==> run_1/layer_met1.png <==
Scale bar: 50 µm. Supply wires on this layer in gray.
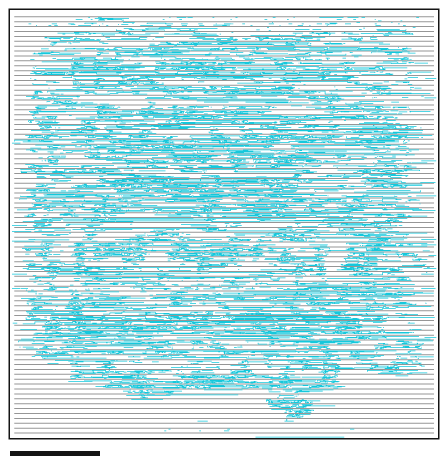
==> run_1/layer_met2.png <==
Cells faint in the background.
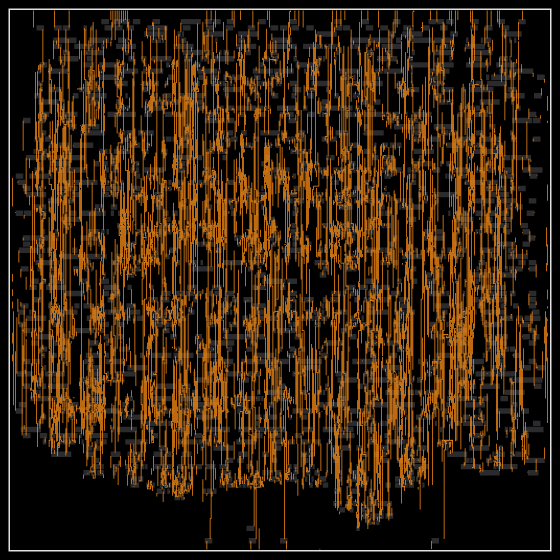
==> run_1/layer_met3.png <==
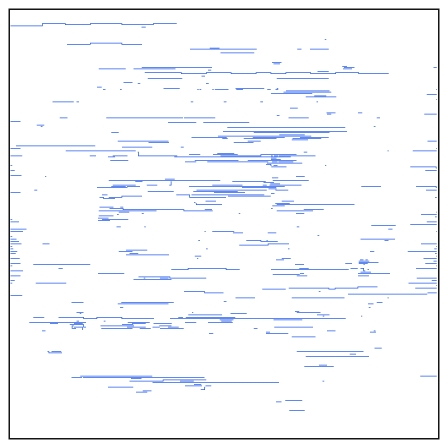
==> config.mk <==
export PLATFORM = sky130hd
export DESIGN_NAME = mdu_sequencer_flat
export DESIGN_NICKNAME = d
export VERILOG_FILES = /design/src/rtl/mdu_sequencer_if.sv /design/src/rtl/mdu_sequencer.sv /design/src/flat_wrapper.sv
export SDC_FILE = /design/constraint.sdc
export NUM_CORES = 1
export LEC_CHECK = 0
export CAP_MARGIN = 20
export CORE_MARGIN = 2
export CORE_UTILIZATION = 30
export DETAILED_ROUTE_END_ITERATION = 12
export PLACE_DENSITY_LB_ADDON = 0.05
export REMOVE_ABC_BUFFERS = 1
export SYNTH_ARGS = -nofsm -noshare
export SYNTH_HDL_FRONTEND = slang
export SYNTH_SLANG_ARGS = --single-unit
==> constraint.sdc <==
create_clock -name clk -period 5.4 [get_ports clk]
set_input_delay 1.62 -clock clk [delete_from_list [all_inputs] [get_ports clk]]
set_output_delay 1.62 -clock clk [all_outputs]
set_load 0.1 [all_outputs]
==> flow_summary.yaml, run 1 <==
# implementation run metrics
status:
  status: "finished clean"
clocking:
  cts_buffers: 17
  cts_htree_levels: 4
  cts.hold.buffers_added: 0
  clock_sinks: 185
setup_path:
  setup_crit_start_kind: "input port"
  endpoint_kind: "primary output"
  setup.worst_path.class: "in2out"
  critical-path-max-stage-delay_ps: 490
synthesis:
  synthTopLogicFamily: "AND-OR/OR-AND gates"
  top_cells_by_count: "o21ai_0 (214), nand2_1 (202), dfrtp_1 (185), nor2_1 (182), a21oi_1 (144)"
  synth_area_per_cell_um2: 7.84
  yosys-stat-cells: 2090
  adder_cell_share_of_the_synthesized_area: 0.0559
  post-synth-top-area-fraction: 0.283
routing:
  drc: 0
  highest_layer: "met4"
  vias_per_cell: 5.93
floorplan:
  die-area_um2: 56500
  die_height_um: 238
run:
  stage_log_warnings: 26
place:
  place_congestion: 0.919
sta:
  fin_skew_ps: 17.9
  clock.fmax_mhz: 214
  hold_ws_ps: 470
  finalSetupViolCount: 0
  finalHoldViolCount: 0
  final_worst_path_period_share: 0.867
  remaining_max_slew_budget_at_the_tightest_pin: 0.203
cells_and_area:
  layout_top_cells: "o21ai_0 (214), nand2_1 (202), dfrtp_1 (183)"
  inverters_excl_clock: 78
  layout.nets: 2279
  num_antenna_cells: 2
  seq_share: 0.244
power:
  power.share.clock: 0.131
  p_leak_nw: 7.74
  dominant_power_group: "combinational cells"
global_route:
  grt_overflow_total: 0
## Picture notes: layer_met1.png
wire length on this layer: 32.2 mm
nets with wire on the layer: 2106
longest straight run: 126 µm
main direction: horizontal
share of all routed wire: 44%
global-route track usage on met1: 0.344
total number of vias: 16800

## Picture notes: layer_met2.png
longest straight run: 132 µm
nets with wire on the layer: 1875
main direction: vertical
share of all routed wire: 45%
met2 Use GR: 0.403
total length of routed wires: 73500 µm

## Picture notes: layer_met3.png
main direction: horizontal
wire length on this layer: 4420 µm
nets with wire on the layer: 261
share of all routed wire: 6.0%
met3 routing resource usage after global routing: 0.0426

==> run_1/congestion.png <==
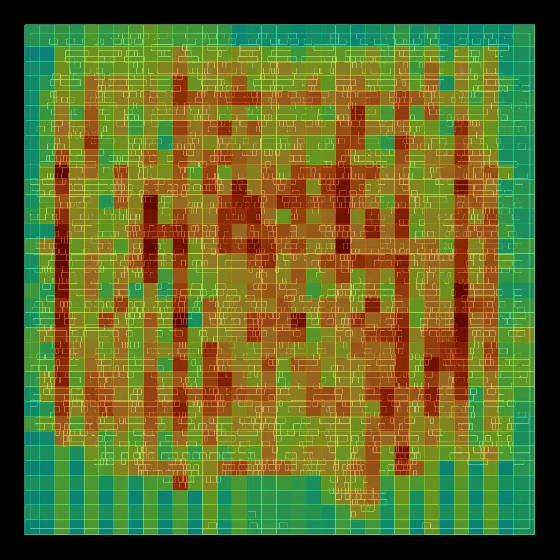

==> run 2, diff against run 1 <==
--- a/config.mk
+++ b/config.mk
@@ -5,11 +5,10 @@
 export SDC_FILE = /design/constraint.sdc
 export NUM_CORES = 1
 export LEC_CHECK = 0
-export CAP_MARGIN = 20
 export CORE_MARGIN = 2
 export CORE_UTILIZATION = 30
 export DETAILED_ROUTE_END_ITERATION = 12
-export PLACE_DENSITY_LB_ADDON = 0.05
+export DONT_BUFFER_PORTS = 1
 export REMOVE_ABC_BUFFERS = 1
 export SYNTH_ARGS = -nofsm -noshare
 export SYNTH_HDL_FRONTEND = slang
==> run_2/congestion.png <==
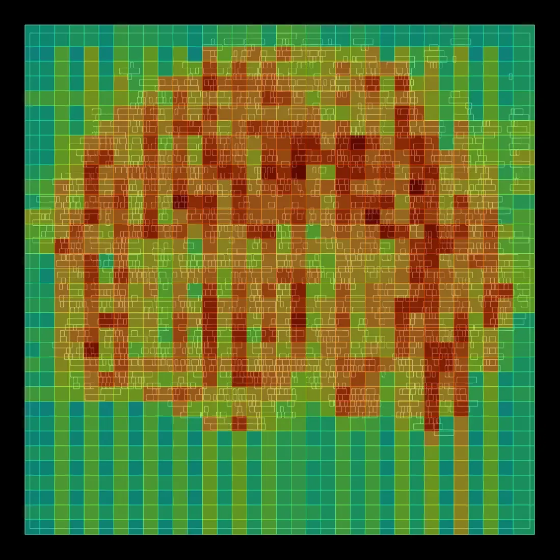
met3 routing resource usage after global routing: 0.0468
global-route track usage on met1: 0.323

==> run 2 against run 1 <==
Compared with the run above:
- maximum frequency rose by 5.7%
- via count fell by 1.7%
- sequential cell count did not move
- critical path depth fell by 2
- largest power group unchanged
==> flow_summary.yaml, run 2 <==
# implementation run metrics
status:
  status: "finished clean"
synthesis:
  yosys-stat-cells: 2090
  synth_area_per_cell_um2: 7.84
  adder_cell_share_of_the_synthesized_area: 0.0559
  top_cells_by_count: "o21ai_0 (214), nand2_1 (202), dfrtp_1 (185), nor2_1 (182), a21oi_1 (144)"
  post-synth-top-area-fraction: 0.283
sta:
  final_worst_path_period_share: 0.821
  remaining_max_slew_budget_at_the_tightest_pin: 0.194
  fin_skew_ps: 18.7
  finalSetupViolCount: 0
  clock.fmax_mhz: 226
cells_and_area:
  inverters_excl_clock: 78
  layout_top_cells: "o21ai_0 (213), nand2_1 (202), dfrtp_1 (183)"
  seq_share: 0.262
  layout.nets: 2147
clocking:
  cts_htree_levels: 4
  cts.hold.buffers_added: 0
run:
  stage_log_warnings: 28
place:
  place_congestion: 0.995
floorplan:
  die_height_um: 238
  die-area_um2: 56500
routing:
  vias: 16600
  drc: 0
power:
  p_leak_nw: 7.22
global_route:
  globalRouteMet2Util: 0.362
setup_path:
  critical-path-max-stage-delay_ps: 420
Power figures rest on the tool's default switching activity, not on a simulated workload.
